===== src/rtl/alu_pkg.sv =====
`default_nettype none
// ============================================================================
//  alu_pkg -- opcode encodings and FSM state type shared by the alu_seq block
//  Revision: 1.0
// ============================================================================
package alu_pkg;

  localparam logic [2:0] OP_XOR  = 3'b000;
  localparam logic [2:0] OP_SLTU = 3'b001;
  localparam logic [2:0] OP_ADD  = 3'b010;
  localparam logic [2:0] OP_AND  = 3'b011;
  localparam logic [2:0] OP_OR   = 3'b100;
  localparam logic [2:0] OP_MUL  = 3'b101;
  localparam logic [2:0] OP_SUB  = 3'b110;
  localparam logic [2:0] OP_SLT  = 3'b111;

  typedef enum logic [0:0] {
    ST_IDLE = 1'b0,
    ST_MUL  = 1'b1
  } state_t;

endpackage
`default_nettype wire


===== src/rtl/alu_mul_iter.sv =====
`default_nettype none
// ============================================================================
//  alu_mul_iter -- iterative shift-add multiplier, fixed WIDTH-cycle latency
//  Revision: 1.0
// ============================================================================
module alu_mul_iter #(
  parameter int WIDTH = 32
) (
  input  logic             clk,
  input  logic             rst,
  input  logic             i_start,
  input  logic [WIDTH-1:0] i_a,
  input  logic [WIDTH-1:0] i_b,
  output logic             o_done,
  output logic [WIDTH-1:0] o_p
);

  localparam int            CW     = (WIDTH > 1) ? $clog2(WIDTH) : 1;
  localparam logic [CW-1:0] C_LAST = CW'(WIDTH - 1);

  logic [WIDTH-1:0] r_mcand;
  logic [WIDTH-1:0] r_mplier;
  logic [WIDTH-1:0] r_acc;
  logic [CW-1:0]    r_cnt;
  logic             r_busy;
  logic [WIDTH-1:0] w_acc_next;

  always_comb begin
    w_acc_next = r_mplier[0] ? (r_acc + r_mcand) : r_acc;
  end

  always_ff @(posedge clk) begin
    if (rst) begin
      r_mcand  <= '0;
      r_mplier <= '0;
      r_acc    <= '0;
      r_cnt    <= '0;
      r_busy   <= 1'b0;
    end else if (i_start) begin
      r_mcand  <= i_a;
      r_mplier <= i_b;
      r_acc    <= '0;
      r_cnt    <= '0;
      r_busy   <= 1'b1;
    end else if (r_busy) begin
      r_acc    <= w_acc_next;
      r_mcand  <= r_mcand << 1;
      r_mplier <= r_mplier >> 1;
      r_cnt    <= r_cnt + CW'(1);
      if (r_cnt == C_LAST) begin
        r_busy <= 1'b0;
      end
    end
  end

  // The final partial product is folded in combinationally so the owner can
  // register the full product on the same edge as the last step.
  assign o_done = r_busy && (r_cnt == C_LAST);
  assign o_p    = w_acc_next;

endmodule
`default_nettype wire


===== src/rtl/alu_seq.sv =====
`default_nettype none
// ============================================================================
//  alu_seq -- handshaked ALU with registered result/flags and iterative MUL
//  Revision: 1.0
// ============================================================================
module alu_seq #(
  parameter int WIDTH  = 32,
  parameter bit MUL_EN = 1'b1
) (
  input  logic             clk,
  input  logic             reset,
  input  logic             in_valid,
  output logic             in_ready,
  input  logic [WIDTH-1:0] a,
  input  logic [WIDTH-1:0] b,
  input  logic [2:0]       f,
  output logic             out_valid,
  input  logic             out_ready,
  output logic [WIDTH-1:0] y,
  output logic             zero,
  output logic             neg,
  output logic             carry,
  output logic             ovf
);

  import alu_pkg::*;

  state_t           r_state;
  state_t           w_state_next;
  logic             r_out_valid;
  logic [WIDTH-1:0] r_y;
  logic             r_zero;
  logic             r_neg;
  logic             r_carry;
  logic             r_ovf;

  logic             w_in_ready;
  logic             w_accept;
  logic             w_mul_start;
  logic             w_load_alu;
  logic             w_mul_done;
  logic [WIDTH-1:0] w_mul_p;

  logic             w_is_sub;
  logic [WIDTH-1:0] w_b_eff;
  logic [WIDTH:0]   w_sum;
  logic [WIDTH-1:0] w_alu_y;
  logic             w_alu_c;
  logic             w_alu_v;
  logic [WIDTH-1:0] w_res_y;
  logic             w_res_c;
  logic             w_res_v;

  assign w_accept    = in_valid && w_in_ready;
  assign w_mul_start = w_accept && (f == OP_MUL) && MUL_EN;
  assign w_load_alu  = w_accept && !w_mul_start;

  // Single adder serves ADD and SUB: SUB is a + ~b + 1.
  always_comb begin
    w_is_sub = (f == OP_SUB);
    w_b_eff  = w_is_sub ? ~b : b;
    w_sum    = {1'b0, a} + {1'b0, w_b_eff} + {{WIDTH{1'b0}}, w_is_sub};
  end

  always_comb begin
    w_alu_y = '0;
    w_alu_c = 1'b0;
    w_alu_v = 1'b0;
    case (f)
      OP_ADD, OP_SUB: begin
        w_alu_y = w_sum[WIDTH-1:0];
        w_alu_c = w_sum[WIDTH];
        w_alu_v = (a[WIDTH-1] == w_b_eff[WIDTH-1]) && (w_sum[WIDTH-1] != a[WIDTH-1]);
      end
      OP_AND:  w_alu_y = a & b;
      OP_OR:   w_alu_y = a | b;
      OP_XOR:  w_alu_y = a ^ b;
      OP_SLT:  w_alu_y = {{(WIDTH-1){1'b0}}, ($signed(a) < $signed(b))};
      OP_SLTU: w_alu_y = {{(WIDTH-1){1'b0}}, (a < b)};
      default: w_alu_y = '0;
    endcase
  end

  always_comb begin
    w_res_y = w_mul_done ? w_mul_p : w_alu_y;
    w_res_c = w_mul_done ? 1'b0 : w_alu_c;
    w_res_v = w_mul_done ? 1'b0 : w_alu_v;
  end

  generate
    if (MUL_EN) begin : g_mul
      alu_mul_iter #(
        .WIDTH (WIDTH)
      ) u_mul (
        .clk     (clk),
        .rst     (reset),
        .i_start (w_mul_start),
        .i_a     (a),
        .i_b     (b),
        .o_done  (w_mul_done),
        .o_p     (w_mul_p)
      );
    end else begin : g_no_mul
      assign w_mul_done = 1'b0;
      assign w_mul_p    = '0;
    end
  endgenerate

  always_ff @(posedge clk) begin
    if (reset) begin
      r_state <= ST_IDLE;
    end else begin
      r_state <= w_state_next;
    end
  end

  always_comb begin
    w_state_next = r_state;
    case (r_state)
      ST_IDLE: if (w_mul_start) w_state_next = ST_MUL;
      ST_MUL:  if (w_mul_done)  w_state_next = ST_IDLE;
      default: w_state_next = ST_IDLE;
    endcase
  end

  always_comb begin
    w_in_ready = (r_state == ST_IDLE) && (!r_out_valid || out_ready);
  end

  // A new result overrides the consume-clear so back-to-back ops see no bubble.
  always_ff @(posedge clk) begin
    if (reset) begin
      r_out_valid <= 1'b0;
      r_y         <= '0;
      r_zero      <= 1'b0;
      r_neg       <= 1'b0;
      r_carry     <= 1'b0;
      r_ovf       <= 1'b0;
    end else if (w_load_alu || w_mul_done) begin
      r_out_valid <= 1'b1;
      r_y         <= w_res_y;
      r_zero      <= (w_res_y == '0);
      r_neg       <= w_res_y[WIDTH-1];
      r_carry     <= w_res_c;
      r_ovf       <= w_res_v;
    end else if (r_out_valid && out_ready) begin
      r_out_valid <= 1'b0;
    end
  end

  assign in_ready  = w_in_ready;
  assign out_valid = r_out_valid;
  assign y         = r_y;
  assign zero      = r_zero;
  assign neg       = r_neg;
  assign carry     = r_carry;
  assign ovf       = r_ovf;

endmodule
`default_nettype wire


===== config.mk =====
export PLATFORM = sky130hd
export DESIGN_NAME = alu_seq
export DESIGN_NICKNAME = d
export VERILOG_FILES = /design/src/rtl/alu_pkg.sv /design/src/rtl/alu_mul_iter.sv /design/src/rtl/alu_seq.sv
export SDC_FILE = /design/constraint.sdc
export NUM_CORES = 1
export LEC_CHECK = 0
export ABC_AREA = 0
export ABC_CLOCK_PERIOD_IN_PS = 6000
export CORE_ASPECT_RATIO = 0.7
export CORE_MARGIN = 2
export CORE_UTILIZATION = 30
export DETAILED_ROUTE_END_ITERATION = 6
export SETUP_SLACK_MARGIN = 0.1
export SKIP_LAST_GASP = 1
export SYNTH_ARGS = -nofsm -noshare
export SYNTH_HDL_FRONTEND = slang
export SYNTH_SLANG_ARGS = --single-unit

===== constraint.sdc =====
create_clock -name clk -period 6 [get_ports clk]
set_input_delay 1.2 -clock clk [delete_from_list [all_inputs] [get_ports clk]]
set_output_delay 1.2 -clock clk [all_outputs]
set_load 0.03 [all_outputs]

pdn.png
Bar = 100 um. Pins as bars on the die edge.
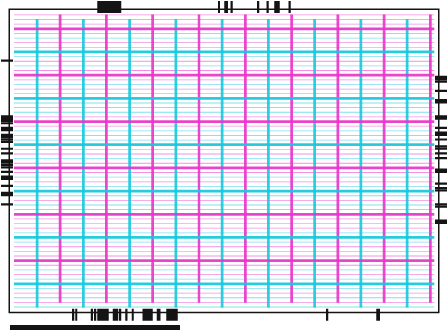
legend:
  VSS:
    colour: cyan
  VDD:
    colour: magenta
met1 rails: 64
rows: 63
met5 straps: 12

cell_classes.png
Bar = 100 um.
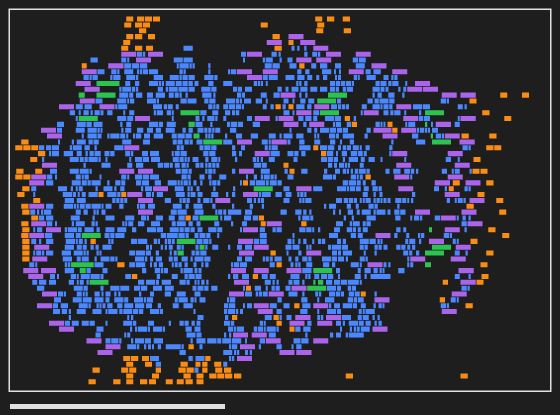
legend:
  other buffers and delay cells:
    colour: orange
    cells: 149
  clock drivers and dummy loads:
    colour: green
    cells: 32
  flip-flops:
    colour: purple
    cells: 139
  all other logic:
    colour: blue
    cells: 1384
row cnt: 63
Core ar.: 0.0423 mm^2

clock_map.png
Bar = 100 um.
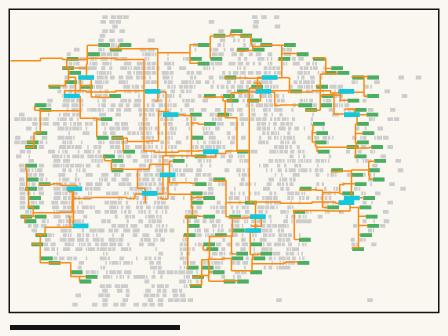
legend:
  cells driving clock nets:
    colour: cyan
    count: 17
  clock wires:
    colour: orange
    length: 2580 um
  flip-flops:
    colour: green
    count: 139
routed clock nets: 18
flops lie: spread over the die
worst clock skew: 0.0145 ns
clock power share: 36.8%

metal_stack.png
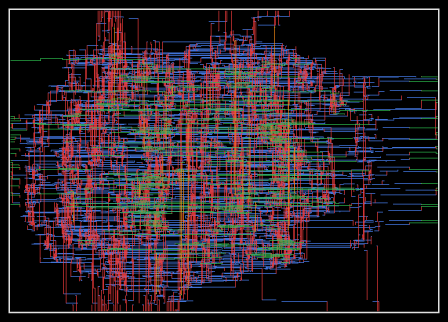
legend:
  met3:
    colour: green
    wire_length: 5810 um
  met4:
    colour: orange
    wire_length: 883 um
  met2:
    colour: red
    wire_length: 18100 um
  met1:
    colour: blue
    wire_length: 23.7 mm
per-cell routed wire length: 21.5 um
combined global-route utilization of all metal layers: 21.7%

==> out/summary.log <==
[status] outcome completed
[pwr] PwrDens 203 mW/mm^2
[synthesis] post-synthesis average cell area 7.86 um^2
[worst_hold_path] worst min-delay path category reg2reg
[synthesis] post-synthesis async set-or-reset flop share 0%
[clocking] CTS hold repair buffers 0
[timing] final count of hold timing violations 0
[worst_setup_path] largest fanout on the critical path 30
[clocking] insertion delay to the later sink of the worst-skew pair 0.47 ns
[layout] most frequent logic cells in the routed design sky130_fd_sc_hd__nor2_1 (178), sky130_fd_sc_hd__ha_1 (167), sky130_fd_sc_hd__dfxtp_1 (138), sky130_fd_sc_hd__nand2_1 (117), sky130_fd_sc_hd__a21oi_1 (113)
[placed_design] weighted congestion reported at the end of routability-driven placement 0.943
[flow_run] max-cap check violation count 0
[clocking] Worst-path clk slew 0.07 ns
[synthesis] Simple-Gate Fraction of Synth Area 17.0%
[synthesis] xor/xnor share of the synthesized area 5.60%
[synthesis] Top-area cell share 21.7%
[synthesis] fraction of synthesized area in multiplexers 6.19%
[grt] total grt overflow 0
[floorplan] Die H 177 um
[timing] achievable clock frequency 0.189 GHz
[grt] vias in the first global route 11800
[clocking] clock net sink count 139
[timing] setup violation total in the final timing report 0
[timing] RSZ-0062 raised after global routing no
[timing] post-layout period usage 88.1%
[detailed_routing] final routed DRC violation total 0
[synthesis] yosys warning tally 0
[placed_design] Detail Placement HPWL 37400 um
[synthesis] sequential element share of the synthesized area 21.7%
[worst_setup_path] Worst Setup End Kind flip-flop
[synthesis] Post-synth top cells sky130_fd_sc_hd__nor2_1 (179), sky130_fd_sc_hd__ha_1 (167), sky130_fd_sc_hd__dfxtp_1 (139)
[clocking] maximum buffer depth of the clock tree 2
[synthesis] most used flip-flop cell after synthesis sky130_fd_sc_hd__dfxtp_1
[detailed_routing] number of routed nets with antenna violations 0
[timing] post-route minimum period 5.28 ns
[detailed_routing] first-pass iteration count of the detailed router 5
[grt] wire length of the first global-routing pass 73400 um
[timing] worst slew pin tran 1.18 ns
[layout] most common logic cell in the routed design sky130_fd_sc_hd__nor2_1
[synthesis] Post-synth regs 139
[synthesis] number of flops mapped to enable cells by yosys 0
[timing] Final TNS setup 0 ns
[clocking] number of setup buffers added after CTS 0
[timing] normalized max-slew margin 19.3%
[synthesis] area of the synthesized netlist per yosys stat 0.0128 mm^2
[synthesis] Post-synth area hogs sky130_fd_sc_hd__dfxtp_1 (22%), sky130_fd_sc_hd__ha_1 (16%), sky130_fd_sc_hd__a211oi_1 (6.3%), sky130_fd_sc_hd__mux2i_1 (6.0%), sky130_fd_sc_hd__nor2_1 (5.2%)
[clocking] CTS tree done
[clocking] CTS buffer count 17
[grt] number of antenna violations at the first check in global routing 0
[synthesis] Syn Std Cell Area 0.0128 mm^2
[synthesis] dominant kind of combinational cell AND-OR/OR-AND gates
[synthesis] instance count of the mapped netlist 1631
[pwr] standby leakage power 5.92 nW
[layout] Antenna Cells 0
[detailed_routing] total detailed-routing wirelength 48500 um
[layout] share of post-route cells with drive strength above 1 6.16%
[layout] number of inserted filler cells in the final layout 4421
[clocking] CTS resizes 0
[floorplan] Die Area 0.0444 mm^2
[flow_run] count of tool warnings 97
[worst_setup_path] critical path type in2reg
[detailed_routing] overall via count from detail_route 12800
[synthesis] arithmetic-cell share of the synthesized area counting full adders, half adders and majority gates 16.6%
[clocking] clock root buffer master sky130_fd_sc_hd__clkbuf_16
[synthesis] cell total in the yosys stat output 1631
[timing] Final Max Slew Viols 0
[worst_setup_path] crit path DAT 5.66 ns
[worst max-delay path: stages]
cell and delay [ns]:
sky130_fd_sc_hd__clkdlybuf4s50_1 0.48, sky130_fd_sc_hd__nor2b_1 0.20, sky130_fd_sc_hd__nand2_2 0.09, sky130_fd_sc_hd__buf_4 0.28, sky130_fd_sc_hd__xnor2_1 0.19, sky130_fd_sc_hd__ha_1 0.37, sky130_fd_sc_hd__o21ai_0 0.28, sky130_fd_sc_hd__a211o_1 0.18
sky130_fd_sc_hd__nand2_1 0.09, sky130_fd_sc_hd__xor2_1 0.18, sky130_fd_sc_hd__a221oi_1 0.60, sky130_fd_sc_hd__nand4_1 0.20, sky130_fd_sc_hd__nor4_1 0.36, sky130_fd_sc_hd__and4_1 0.26, sky130_fd_sc_hd__nand4_1 0.08, sky130_fd_sc_hd__or3_1 0.37
sky130_fd_sc_hd__o31ai_1 0.23
[flip-flops by register name, summed over array words and instances, names as in the netlist]
signal / count
y: 32
g_mul.u_mul.r_mplier: 32
g_mul.u_mul.r_mcand: 32
g_mul.u_mul.r_cnt: 5
g_mul.u_mul.r_acc: 32
out_valid: 1
r_state: 1
carry: 1
zero: 1
g_mul.u_mul.r_busy: 1
ovf: 1
[metal layers]
layer  wire, um  track usage, %  vias up
li1           -               -     6077
met1      23700            32.9     6088
met2      18100            28.6      626
met3       5810            7.44       53
met4        883            4.84        0
met5          0               0        -
[final timing paths]
path,endpoint,slack (ns),start,depth (start not counted)
min reg2reg,y[11],0.47,y[11],2
min,y[11],0.47,y[11],2
max reg2reg,zero,1.27,g_mul.u_mul.r_cnt[0],13
max,zero,0.72,f[1],17
[layout make-up]
| cell class | instances | area [um^2] | area share [%] |
|---|---|---|---|
| flip-flops and latches | 139 | 2790 | 18.5 |
| multi-input cells | 1288 | 9280 | 61.5 |
| well taps | 552 | 691 | 4.57 |
| clock inverters | 11 | 133 | 0.878 |
| repair buffers | 149 | 1390 | 9.18 |
| inverters | 96 | 360 | 2.39 |
| clock buffers | 21 | 462 | 3.06 |
[stage by stage]
step	cells	setup slack, ns	area, um^2	total power, mW	hold slack [ns]
after floorplan	1631	0.547	12800	1.56	0.449
after global placement	2224	0.254	14500	1.91	0.455
after detailed placement	2224	0.255	14500	1.93	0.459
after CTS	2256	0.726	15100	3.05	0.469
after global routing	2256	0.412	15100	3.19	0.495
final	2256	0.716	15100	3.06	0.467
[kinds of logic after synthesis]
family | Yosys count
adders and majority gates | 169
AOI/OAI and AO/OA | 495
DFF | 139
buffers and inverters | 204
and+or+nand+nor | 463
muxes | 79
xor gates and xnor gates | 82
[report_power, final]
part | total (mW) | switching [mW] | internal [mW]
combinational | 0.938 | 0.575 | 0.363
sequential | 0.995 | 0.0331 | 0.962
clock | 1.13 | 0.484 | 0.642
No activity file was given, so power comes from the tool's default toggle rates.
